==> src/rtl/tipi_shift_master_if.sv <==
// rtl/tipi_shift_master_if.sv - host command/response and TIPI link signals for tipi_shift_master
// master = the shift engine, slave = host plus TIPI side.
interface tipi_shift_master_if;
   logic       cmd_valid;
   logic       cmd_ready;
   logic       cmd_write;
   logic       cmd_ctrl;
   logic [7:0] cmd_data;
   logic       rsp_valid;
   logic [7:0] rsp_data;
   logic       rsp_parity_err;
   logic       busy;
   logic       r_clk;
   logic       r_le;
   logic       r_rt;
   logic       r_cd;
   logic       r_dout;
   logic       r_din;

   modport master (
      input  cmd_valid, cmd_write, cmd_ctrl, cmd_data, r_din,
      output cmd_ready, rsp_valid, rsp_data, rsp_parity_err, busy,
             r_clk, r_le, r_rt, r_cd, r_dout
   );

   modport slave (
      output cmd_valid, cmd_write, cmd_ctrl, cmd_data, r_din,
      input  cmd_ready, rsp_valid, rsp_data, rsp_parity_err, busy,
             r_clk, r_le, r_rt, r_cd, r_dout
   );
endinterface

==> src/rtl/tipi_shift_master.sv <==
// rtl/tipi_shift_master.sv - TIPI register-exchange link master, one byte per command
// Timed sequence SETUP -> (LOAD) -> 8 x SHIFT -> (LATCH) -> DONE, every link output registered.
module tipi_shift_master #(
   parameter int CLK_DIV = 4
) (
   input  logic                 clk,
   input  logic                 reset,
   tipi_shift_master_if.master  bus
);

   typedef enum logic [2:0] {
      S_IDLE, S_SETUP, S_LOAD, S_SHIFT, S_LATCH, S_DONE
   } state_t;

   localparam logic [7:0] DIV_LAST = 8'(CLK_DIV - 1);

   state_t     state_q, state_n;
   logic [7:0] div_q, div_n;
   logic       phase_q, phase_n;
   logic [2:0] bit_q, bit_n;
   logic       wr_q, wr_n;
   logic [7:0] data_q, data_n;
   logic [7:0] rx_q, rx_n;
   logic       r_clk_q, r_clk_n;
   logic       le_q, le_n;
   logic       rt_q, rt_n;
   logic       cd_q, cd_n;
   logic       dout_q, dout_n;
   logic       ready_q, ready_n;
   logic       busy_q, busy_n;
   logic       rsp_valid_q, rsp_valid_n;
   logic [7:0] rsp_data_q, rsp_data_n;
   logic       perr_q, perr_n;

   logic       last_div;
   logic [7:0] div_inc;

   assign last_div = (div_q == DIV_LAST);
   assign div_inc  = last_div ? 8'd0 : div_q + 8'd1;

   always_ff @(posedge clk or posedge reset) begin
      if (reset) begin
         state_q     <= S_IDLE;
         div_q       <= 8'd0;
         phase_q     <= 1'b0;
         bit_q       <= 3'd0;
         wr_q        <= 1'b0;
         data_q      <= 8'd0;
         rx_q        <= 8'd0;
         r_clk_q     <= 1'b0;
         le_q        <= 1'b0;
         rt_q        <= 1'b0;
         cd_q        <= 1'b0;
         dout_q      <= 1'b0;
         ready_q     <= 1'b0;
         busy_q      <= 1'b0;
         rsp_valid_q <= 1'b0;
         rsp_data_q  <= 8'd0;
         perr_q      <= 1'b0;
      end else begin
         state_q     <= state_n;
         div_q       <= div_n;
         phase_q     <= phase_n;
         bit_q       <= bit_n;
         wr_q        <= wr_n;
         data_q      <= data_n;
         rx_q        <= rx_n;
         r_clk_q     <= r_clk_n;
         le_q        <= le_n;
         rt_q        <= rt_n;
         cd_q        <= cd_n;
         dout_q      <= dout_n;
         ready_q     <= ready_n;
         busy_q      <= busy_n;
         rsp_valid_q <= rsp_valid_n;
         rsp_data_q  <= rsp_data_n;
         perr_q      <= perr_n;
      end
   end

   always_comb begin
      state_n     = state_q;
      div_n       = div_q;
      phase_n     = phase_q;
      bit_n       = bit_q;
      wr_n        = wr_q;
      data_n      = data_q;
      rx_n        = rx_q;
      r_clk_n     = r_clk_q;
      le_n        = le_q;
      rt_n        = rt_q;
      cd_n        = cd_q;
      dout_n      = dout_q;
      ready_n     = ready_q;
      busy_n      = busy_q;
      rsp_valid_n = 1'b0;
      rsp_data_n  = rsp_data_q;
      perr_n      = perr_q;

      case (state_q)
         S_IDLE: begin
            ready_n = 1'b1;
            div_n   = 8'd0;
            phase_n = 1'b0;
            if (bus.cmd_valid && ready_q) begin
               state_n = S_SETUP;
               ready_n = 1'b0;
               busy_n  = 1'b1;
               wr_n    = bus.cmd_write;
               data_n  = bus.cmd_data;
               rt_n    = ~bus.cmd_write;
               cd_n    = ~bus.cmd_ctrl;
            end
         end

         S_SETUP: begin
            div_n = div_inc;
            if (last_div) begin
               if (wr_q) begin
                  state_n = S_SHIFT;
                  bit_n   = 3'd7;
                  dout_n  = data_q[7];
               end else begin
                  state_n = S_LOAD;
                  le_n    = 1'b1;
               end
            end
         end

         S_LOAD, S_SHIFT, S_LATCH: begin
            div_n = div_inc;
            if (last_div && !phase_q) begin
               phase_n = 1'b1;
               r_clk_n = 1'b1;
            end
            // End of a slot: r_clk falls and the next bit/phase is set up on the same edge.
            if (last_div && phase_q) begin
               phase_n = 1'b0;
               r_clk_n = 1'b0;
               if (state_q == S_LOAD) begin
                  state_n = S_SHIFT;
                  bit_n   = 3'd7;
                  le_n    = 1'b0;
               end else if (state_q == S_SHIFT) begin
                  if (!wr_q) begin
                     rx_n[bit_q] = bus.r_din;
                  end
                  if (bit_q == 3'd0) begin
                     if (wr_q) begin
                        state_n = S_LATCH;
                        le_n    = 1'b1;
                        dout_n  = 1'b0;
                     end else begin
                        state_n     = S_DONE;
                        rsp_valid_n = 1'b1;
                        rsp_data_n  = rx_n;
                        perr_n      = 1'b0;
                     end
                  end else begin
                     bit_n = bit_q - 3'd1;
                     if (wr_q) begin
                        dout_n = data_q[bit_q - 3'd1];
                     end
                  end
               end else begin
                  state_n     = S_DONE;
                  le_n        = 1'b0;
                  rsp_valid_n = 1'b1;
                  rsp_data_n  = data_q;
                  perr_n      = bus.r_din ^ (^data_q);
               end
            end
         end

         S_DONE: begin
            state_n = S_IDLE;
            busy_n  = 1'b0;
            ready_n = 1'b1;
            div_n   = 8'd0;
         end

         default: begin
            state_n = S_IDLE;
         end
      endcase
   end

   assign bus.cmd_ready      = ready_q;
   assign bus.busy           = busy_q;
   assign bus.rsp_valid      = rsp_valid_q;
   assign bus.rsp_data       = rsp_data_q;
   assign bus.rsp_parity_err = perr_q;
   assign bus.r_clk          = r_clk_q;
   assign bus.r_le           = le_q;
   assign bus.r_rt           = rt_q;
   assign bus.r_cd           = cd_q;
   assign bus.r_dout         = dout_q;

endmodule

==> src/flat_wrapper.sv <==
// flat-port wrapper written by rule: the top's interface ports become plain ports
module tipi_shift_master_flat 
#(
   parameter int CLK_DIV = 4
)
  (clk, reset, bus_cmd_valid, bus_cmd_write, bus_cmd_ctrl, bus_cmd_data, bus_r_din, bus_cmd_ready, bus_rsp_valid, bus_rsp_data, bus_rsp_parity_err, bus_busy, bus_r_clk, bus_r_le, bus_r_rt, bus_r_cd, bus_r_dout);
  tipi_shift_master_if bus_i ();
  input  logic clk;
  input  logic reset;
  input wire logic [$bits(bus_i.cmd_valid)-1:0] bus_cmd_valid;
  input wire logic [$bits(bus_i.cmd_write)-1:0] bus_cmd_write;
  input wire logic [$bits(bus_i.cmd_ctrl)-1:0] bus_cmd_ctrl;
  input wire logic [$bits(bus_i.cmd_data)-1:0] bus_cmd_data;
  input wire logic [$bits(bus_i.r_din)-1:0] bus_r_din;
  output wire logic [$bits(bus_i.cmd_ready)-1:0] bus_cmd_ready;
  output wire logic [$bits(bus_i.rsp_valid)-1:0] bus_rsp_valid;
  output wire logic [$bits(bus_i.rsp_data)-1:0] bus_rsp_data;
  output wire logic [$bits(bus_i.rsp_parity_err)-1:0] bus_rsp_parity_err;
  output wire logic [$bits(bus_i.busy)-1:0] bus_busy;
  output wire logic [$bits(bus_i.r_clk)-1:0] bus_r_clk;
  output wire logic [$bits(bus_i.r_le)-1:0] bus_r_le;
  output wire logic [$bits(bus_i.r_rt)-1:0] bus_r_rt;
  output wire logic [$bits(bus_i.r_cd)-1:0] bus_r_cd;
  output wire logic [$bits(bus_i.r_dout)-1:0] bus_r_dout;
  assign bus_i.cmd_valid = bus_cmd_valid;
  assign bus_i.cmd_write = bus_cmd_write;
  assign bus_i.cmd_ctrl = bus_cmd_ctrl;
  assign bus_i.cmd_data = bus_cmd_data;
  assign bus_i.r_din = bus_r_din;
  assign bus_cmd_ready = bus_i.cmd_ready;
  assign bus_rsp_valid = bus_i.rsp_valid;
  assign bus_rsp_data = bus_i.rsp_data;
  assign bus_rsp_parity_err = bus_i.rsp_parity_err;
  assign bus_busy = bus_i.busy;
  assign bus_r_clk = bus_i.r_clk;
  assign bus_r_le = bus_i.r_le;
  assign bus_r_rt = bus_i.r_rt;
  assign bus_r_cd = bus_i.r_cd;
  assign bus_r_dout = bus_i.r_dout;
  tipi_shift_master #(.CLK_DIV(CLK_DIV)) u_core (.clk(clk), .reset(reset), .bus(bus_i));
endmodule
==> config.mk <==
export PLATFORM = sky130hd
export DESIGN_NAME = tipi_shift_master_flat
export DESIGN_NICKNAME = d
export VERILOG_FILES = /design/src/rtl/tipi_shift_master_if.sv /design/src/rtl/tipi_shift_master.sv /design/src/flat_wrapper.sv
export SDC_FILE = /design/constraint.sdc
export NUM_CORES = 1
export LEC_CHECK = 0
export ABC_AREA = 0
export ABC_CLOCK_PERIOD_IN_PS = 2400
export CORE_MARGIN = 5
export CORE_UTILIZATION = 56
export DETAILED_ROUTE_END_ITERATION = 10
export PLACE_DENSITY = 0.81
export SETUP_SLACK_MARGIN = 0.4
export SKIP_CTS_REPAIR_TIMING = 1
export SLEW_MARGIN = 20
export SYNTH_ARGS = -nofsm -noshare
export SYNTH_HDL_FRONTEND = slang
export SYNTH_SLANG_ARGS = --single-unit
==> constraint.sdc <==
create_clock -name clk -period 2.4 [get_ports clk]
set_clock_uncertainty 0.1 [all_clocks]
set_input_delay 0.24 -clock clk [delete_from_list [all_inputs] [get_ports clk]]
set_output_delay 0.24 -clock clk [all_outputs]
set_load 0.1 [all_outputs]
==> impl_metrics.xml, run 1 <==
<?xml version="1.0" encoding="UTF-8"?>
<metrics>
  <group name="status">
    <metric name="outcome" unit="">finished clean</metric>
  </group>
  <group name="global_route">
    <metric name="grt.met3_usage" unit="">0.04324</metric>
    <metric name="groute.layer.met2.usage" unit="">0.3736</metric>
    <metric name="grt_overflow_total" unit="">0</metric>
    <metric name="grt_first_pass_wirelength" unit="um">11010</metric>
  </group>
  <group name="power">
    <metric name="irDropWorstVdd" unit="mV">0.3320</metric>
  </group>
  <group name="synth">
    <metric name="yosys.cell_types.count" unit="">56</metric>
    <metric name="logic_family" unit="">simple AND/OR/NAND/NOR gates</metric>
    <metric name="yosys_cells" unit="">273</metric>
    <metric name="ys_sh_mux" unit="">0.1318</metric>
    <metric name="synth_adder_area_share" unit="">0.01336</metric>
    <metric name="synth.cellmix.compoundShare" unit="">0.1309</metric>
    <metric name="mappedNetlistArea" unit="sq mm">0.002810</metric>
    <metric name="synth_nets" unit="">290</metric>
    <metric name="synth-async-reset-ratio" unit="">1.000</metric>
  </group>
  <group name="floorplanning">
    <metric name="fp_util" unit="">0.5872</metric>
    <metric name="die.size.y" unit="um">80.84</metric>
  </group>
  <group name="critical_path">
    <metric name="r2r_end" unit="">u_core.bus.rsp_data[0]</metric>
    <metric name="crit_path_max_incr_delay" unit="ns">0.45</metric>
    <metric name="r2r-start" unit="">u_core.div_q[1]</metric>
    <metric name="worst_ep_required_time" unit="ns">2.49</metric>
    <metric name="cp-start-kind" unit="">flop</metric>
    <metric name="rr_worst_depth" unit="">6</metric>
    <metric name="critical_path_depth" unit="">6</metric>
    <metric name="cp.arrival" unit="ns">2.10</metric>
  </group>
  <group name="final_timing">
    <metric name="setup_repair_after_global_routing_missed_its_margin" unit="">yes</metric>
    <metric name="setup-tns-final" unit="ns">0</metric>
    <metric name="fin_crit" unit="ns">2.007</metric>
  </group>
  <group name="place">
    <metric name="io_buffers" unit="">30</metric>
    <metric name="dp_hpwl" unit="um">4626</metric>
  </group>
  <group name="cts">
    <metric name="clock_insertion_delay_worst_skew" unit="ns">0.30</metric>
    <metric name="cts.reportedPaths.clkPinSlew" unit="ns">0.09</metric>
  </group>
  <group name="drt">
    <metric name="antenna_violating_nets_post_route" unit="">0</metric>
    <metric name="route.detailed.vias_per_inst" unit="">6.028</metric>
    <metric name="drc" unit="">0</metric>
    <metric name="drtPass1Iterations" unit="">5</metric>
  </group>
  <group name="finish">
    <metric name="design.final.nets" unit="">337</metric>
    <metric name="final_layout_top_logic_cell" unit="">sky130_fd_sc_hd__dfrtp_1</metric>
  </group>
</metrics>
-- run 1: routing by layer --
metal | vias up | part of all wire | wire, um
li1 | 1082 | - | -
met1 | 1133 | 0.41 | 2832
met2 | 103 | 0.51 | 3516
met3 | 21 | 0.051 | 353
met4 | 0 | 0.028 | 190
met5 | - | 0 | 0
-- run 1: synth_stat cells, drive strengths merged (3+ instances only) --
| cell | n | area share |
|---|---|---|
| o21ai | 21 | 0.039 |
| mux2i | 10 | 0.036 |
| nand3 | 8 | 0.016 |
| nor2 | 11 | 0.015 |
| ha | 3 | 0.013 |
| nor4bb | 3 | 0.011 |
| buf | 8 | 0.014 |
| a221oi | 3 | 0.0094 |
| nor4b | 6 | 0.024 |
| a21oi | 12 | 0.025 |
| nor4 | 7 | 0.025 |
| nand2 | 27 | 0.036 |
| dfrtp | 49 | 0.44 |
| nor3b | 4 | 0.012 |
| clkbuf | 8 | 0.011 |
| mux2 | 20 | 0.080 |
| inv | 12 | 0.016 |
| xnor2 | 12 | 0.037 |
| nor3 | 7 | 0.012 |
| nor2b | 3 | 0.0067 |
-- run 1: worst max-delay path by stage --
stage	end	slack, ns	start
2_1_floorplan	u_core.bus.rsp_data[0]	0.39	u_core.bit_q[0]
3_3_place_gp	u_core.bus.rsp_data[1]	0.32	u_core.div_q[0]
3_5_place_dp	u_core.bus.rsp_data[4]	0.21	u_core.div_q[0]
4_1_cts	u_core.bus.rsp_data[4]	0.19	u_core.div_q[0]
5_1_grt	u_core.rx_q[2]	0.29	u_core.div_q[1]
6_report	u_core.bus.rsp_data[0]	0.39	u_core.div_q[1]
-- run 1: per-stage QoR --
stage | std cells | setup WS [ns] | cell area (sq um)
3_5_place_dp | 365 | 0.2132 | 3202
6_report | 388 | 0.3934 | 3547
5_1_grt | 388 | 0.2929 | 3547
4_1_cts | 373 | 0.1882 | 3303
2_1_floorplan | 273 | 0.3925 | 2838
3_3_place_gp | 365 | 0.3195 | 3202
-- run 1: sequential cells by signal (all words and copies together), names as in the netlist --
register / count
u_core.bus.r_dout: 1
u_core.bus.busy: 1
u_core.bus.r_le: 1
u_core.bus.cmd_ready: 1
u_core.bus.r_rt: 1
u_core.bus.rsp_parity_err: 1
u_core.bus.rsp_data: 8
u_core.data_q: 8
u_core.bus.rsp_valid: 1
u_core.state_q: 3
u_core.rx_q: 8
u_core.bus.r_clk: 1
u_core.phase_q: 1
u_core.bit_q: 3
u_core.bus.r_cd: 1
u_core.wr_q: 1
u_core.div_q: 8
-- run 1: area by class of cell --
class / count / area, sq um
tap: 67 / 83.83
multi-input combinational: 196 / 1594
clock inverter: 1 / 5.005
fill: 330 / 1239
sequential: 49 / 1237
inverter: 12 / 47.55
clock buffer: 7 / 96.34
timing repair buffer: 56 / 483.0
-- run 1: power breakdown --
| part | total (mW) | switching, mW | internal, mW |
|---|---|---|---|
| clock network | 0.545 | 0.284 | 0.261 |
| registers | 0.825 | 0 | 0.825 |
| logic | 0.0467 | 0.0229 | 0.0238 |
-- run 1: cell families after synthesis --
kind of cell / Yosys count
AND/OR/NAND/NOR: 91
adder cells (fa/ha/maj): 3
XOR/XNOR: 14
buffers and inverters: 28
flip-flops: 49
AND-OR/OR-AND: 56
multiplexers: 32
Run 1, metal 1:
Supply wires on this layer in grey.
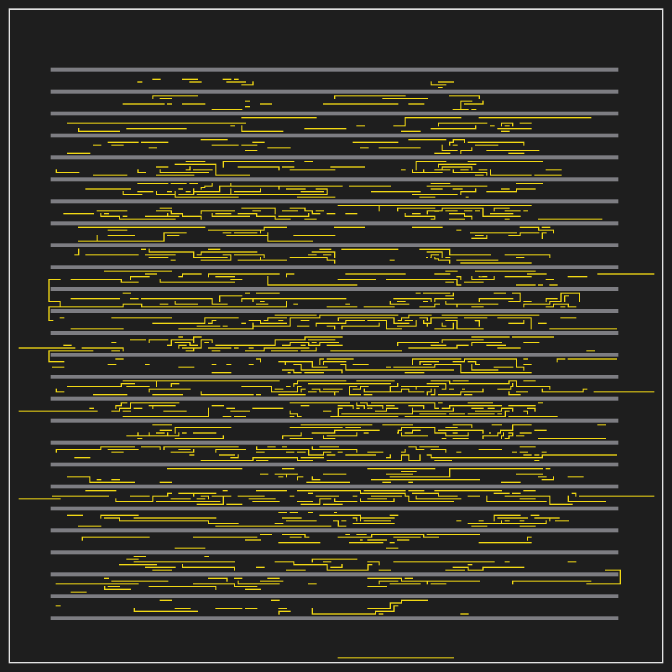
The layer carries 2830 um of wire. The wires run mostly horizontal.
detailed-route wire length: 6892 um
DR vias: 2339
GR met1 Demand/Resource: 0.2733

Run 1, routing congestion map:
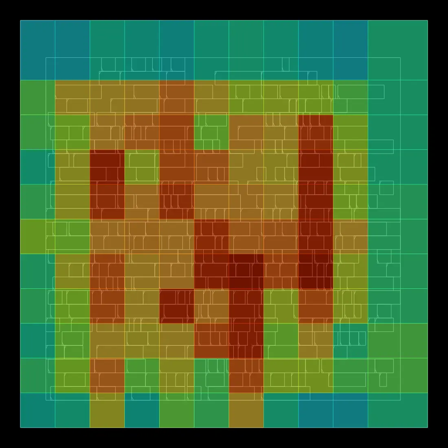
overall global routing resource usage: 0.2174
most used routing layer: met2

Run 1, placed cells, one colour a class:
Scale bar: 20 um. Fill, decap, tap and diode cells in grey.
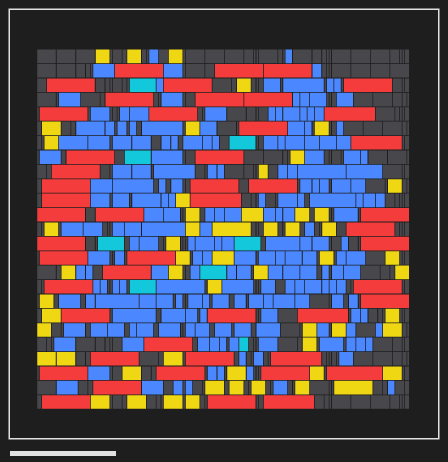
remaining logic cells: shown in blue, cells 208, share of their area 47%. sequential cells: shown in red, cells 49, share of their area 36%. remaining buffers and delay cells: shown in yellow, cells 56, share of their area 14%. clock drivers and dummy loads: shown in cyan, cells 8, share of their area 2.9%.
post-route cell area: 0.003547 sq mm
post-route core utilization: 0.7412
Core Box Area: 0.004786 sq mm
register fraction of the total cell area: 0.3489
number of standard-cell rows in the floorplan: 25

==> run 2, diff against run 1 <==
--- a/config.mk
+++ b/config.mk
@@ -6,7 +6,7 @@
 export NUM_CORES = 1
 export LEC_CHECK = 0
 export ABC_AREA = 0
-export ABC_CLOCK_PERIOD_IN_PS = 2400
+export ABC_CLOCK_PERIOD_IN_PS = 2070
 export CORE_MARGIN = 5
 export CORE_UTILIZATION = 56
 export DETAILED_ROUTE_END_ITERATION = 10
==> constraint.sdc (replaced) <==
create_clock -name clk -period 2.07 [get_ports clk]
set_clock_uncertainty 0.1 [all_clocks]
set_input_delay 0.207 -clock clk [delete_from_list [all_inputs] [get_ports clk]]
set_output_delay 0.207 -clock clk [all_outputs]
set_load 0.1 [all_outputs]
Run 2, local utilization:
8 x 8 tiles, from white (low) to dark blue (high), 0 to 100% covered.
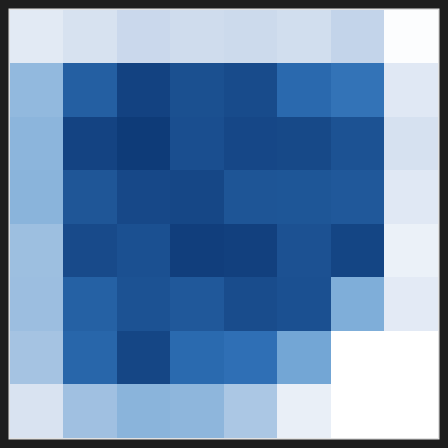
48% of the tiles are over 75% full. 7.8% of the tiles are nearly empty. The densest ninth of the die: centre. The mean over all tiles is 56%. The emptiest ninth of the die: lower right.
post-route core utilization: 0.7854
Initial Utilization: 0.5872

Run 2, metal 1:
Supply wires on this layer in grey.
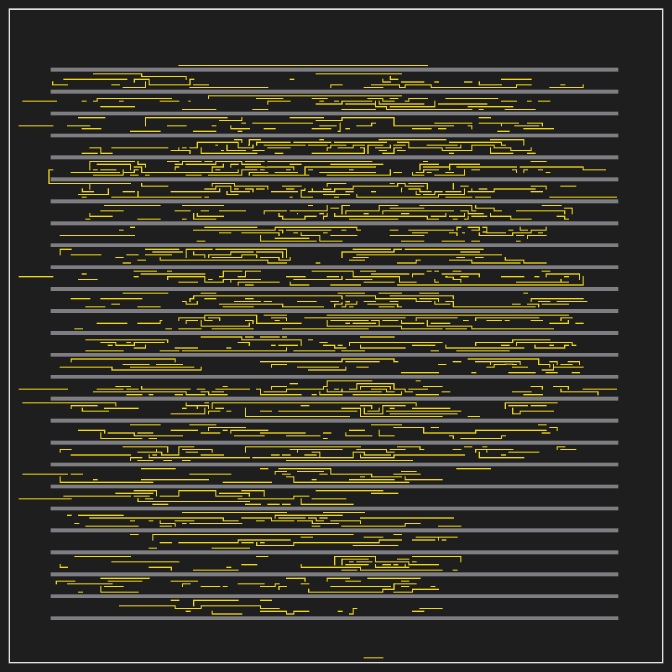
The layer carries 3160 um of wire. 321 nets have wire on it.
GR met1 Demand/Resource: 0.3136
DR vias: 2491
detailed-route wire length: 7621 um

==> impl_metrics.xml, run 2 <==
<?xml version="1.0" encoding="UTF-8"?>
<metrics>
  <group name="global_route">
    <metric name="grt_use_total" unit="">0.2378</metric>
    <metric name="grt_overflow_total" unit="">0</metric>
    <metric name="grt_first_pass_wirelength" unit="um">11900</metric>
  </group>
  <group name="final_timing">
    <metric name="report.final.setup_viol" unit="">4</metric>
    <metric name="setup_repair_after_global_routing_missed_its_margin" unit="">yes</metric>
    <metric name="setup_slack" unit="ns">-0.1229</metric>
    <metric name="setup-tns-final" unit="ns">-0.1426</metric>
    <metric name="fin_crit" unit="ns">2.193</metric>
  </group>
  <group name="finish">
    <metric name="filler_cell_count" unit="">296</metric>
    <metric name="final_layout_top_logic_cell" unit="">sky130_fd_sc_hd__buf_4</metric>
    <metric name="design.final.nets" unit="">349</metric>
    <metric name="layoutNonFillerInstCount" unit="">399</metric>
    <metric name="seqCellArea" unit="sq mm">0.001237</metric>
    <metric name="mi_logic_area" unit="sq mm">0.001668</metric>
  </group>
  <group name="cts">
    <metric name="cts.reportedPaths.clkPinSlew" unit="ns">0.10</metric>
    <metric name="cts_made_buffers" unit="">5</metric>
    <metric name="clock_insertion_delay_worst_skew" unit="ns">0.32</metric>
    <metric name="cts.root.buffer_cell" unit="">sky130_fd_sc_hd__clkbuf_8</metric>
  </group>
  <group name="critical_path">
    <metric name="critical-path-slowest-cell" unit="">sky130_fd_sc_hd__nor4_1</metric>
    <metric name="crit_path_max_incr_delay" unit="ns">0.44</metric>
    <metric name="crit_fanout" unit="">6</metric>
    <metric name="worst_ep_required_time" unit="ns">2.18</metric>
    <metric name="cp-start-kind" unit="">flop</metric>
    <metric name="rr_worst_depth" unit="">5</metric>
    <metric name="r2r-start" unit="">u_core.div_q[1]</metric>
    <metric name="cp.arrival" unit="ns">2.31</metric>
  </group>
  <group name="drt">
    <metric name="route.detailed.vias_per_inst" unit="">6.243</metric>
    <metric name="drc" unit="">0</metric>
    <metric name="antenna_violating_nets_post_route" unit="">0</metric>
    <metric name="drtIter0Drc" unit="">301</metric>
    <metric name="drtPass1Iterations" unit="">5</metric>
  </group>
  <group name="status">
    <metric name="outcome" unit="">complete, but fails checks</metric>
    <metric name="failed_checks" unit="">negative setup slack</metric>
  </group>
  <group name="power">
    <metric name="p_clk_frac" unit="">0.401</metric>
    <metric name="combinationalPowerShare" unit="">0.034</metric>
    <metric name="fraction_of_power_consumed_by_sequential_logic" unit="">0.565</metric>
    <metric name="switchingPower" unit="mW">0.3552</metric>
    <metric name="switching_share_of_power" unit="">0.2101</metric>
    <metric name="irDropWorstVdd" unit="mV">0.5459</metric>
  </group>
  <group name="synth">
    <metric name="post_synth_main_area_contributors" unit="">sky130_fd_sc_hd__dfrtp_1 (44%), sky130_fd_sc_hd__mux2_2 (8.0%), sky130_fd_sc_hd__xnor2_1 (3.7%)</metric>
    <metric name="synth_top_cell_by_area" unit="">sky130_fd_sc_hd__dfrtp_1</metric>
    <metric name="ys_top_cells_by_count" unit="">sky130_fd_sc_hd__dfrtp_1 (49), sky130_fd_sc_hd__nand2_1 (27), sky130_fd_sc_hd__mux2_2 (20), sky130_fd_sc_hd__o21ai_0 (20)</metric>
    <metric name="mappedNetlistArea" unit="sq mm">0.002810</metric>
    <metric name="synth-async-reset-ratio" unit="">1.000</metric>
    <metric name="yosys_cells" unit="">273</metric>
    <metric name="synth_nets" unit="">290</metric>
    <metric name="yosys.cell_types.count" unit="">56</metric>
    <metric name="synth.top_cell.area_share" unit="">0.4363</metric>
  </group>
  <group name="place">
    <metric name="place.detailed.instances" unit="">377</metric>
    <metric name="dp_hpwl" unit="um">4966</metric>
    <metric name="io_buffers" unit="">30</metric>
  </group>
  <group name="floorplanning">
    <metric name="die.size.y" unit="um">80.84</metric>
    <metric name="fp-row-count" unit="">25</metric>
  </group>
</metrics>
==> run 2: cell counts after synthesis <==
No cell type changed its count.
==> run 2: final cells by class <==
cell class,instances,share of cell area
Multi-Input combinational cell,196,0.4437
Timing Repair Buffer,68,0.1628
Sequential cell,49,0.3292
Inverter,12,0.01431
Tap cell,67,0.02230
Clock inverter,2,0.009321
Clock buffer,5,0.01831
==> run 2: how the worst max path moves through the flow <==
stage	startpoint	end	slack (ns)	depth (start not counted)
after floorplan	u_core.bit_q[0]	u_core.bus.rsp_data[1]	0.08	7
after global placement	u_core.div_q[2]	u_core.bus.rsp_data[5]	0.10	4
after detailed placement	u_core.div_q[1]	u_core.rx_q[1]	0.03	5
after CTS	u_core.div_q[1]	u_core.rx_q[1]	0.03	5
after global routing	u_core.div_q[1]	u_core.rx_q[4]	-0.21	5
final	u_core.div_q[1]	u_core.rx_q[4]	-0.12	5
==> run 2: power by group through the flow <==
stage          clock, mW  combinational (mW)  sequential (mW)
3_3_place_gp           0              0.0558            0.975
3_5_place_dp           0              0.0576            0.975
6_report           0.678              0.0569            0.956
5_1_grt            0.739              0.0634            0.956
2_1_floorplan          0              0.0196            0.975
4_1_cts            0.686              0.0577            0.956
==> run 2: worst register-to-register path: cells and delay by family, from the launching register on <==
kind          cells  cell delay [ns]
fa+ha+maj         1             0.20
flops             1             0.38
simple gates      3             1.01
mux               1             0.38
==> run 2: routing by layer <==
metal	wire length [um]	share of wire	track usage
met5	0	0	0
met2	3701	0.49	0.3892
met3	551	0.072	0.04767
met1	3161	0.41	0.3136
met4	207	0.027	0.08446
==> run 2: logic make-up after synthesis <==
| group | Yosys count | share of synthesized area |
|---|---|---|
| buffers and inverters | 28 | 0.04051 |
| XOR/XNOR | 14 | 0.04853 |
| AND-OR/OR-AND | 56 | 0.1309 |
| AND/OR/NAND/NOR | 91 | 0.1986 |
| flip-flops | 49 | 0.4363 |
| adder cells (fa/ha/maj) | 3 | 0.01336 |
| multiplexers | 32 | 0.1318 |
==> run 2: stage by stage <==
step,instance area [sq um],setup slack (ns)
2_1_floorplan,2918,0.08033
3_3_place_gp,3341,0.1001
3_5_place_dp,3341,0.03185
4_1_cts,3445,0.03415
5_1_grt,3759,-0.2064
6_report,3759,-0.1229
Power is estimated from default activity; no workload was simulated.
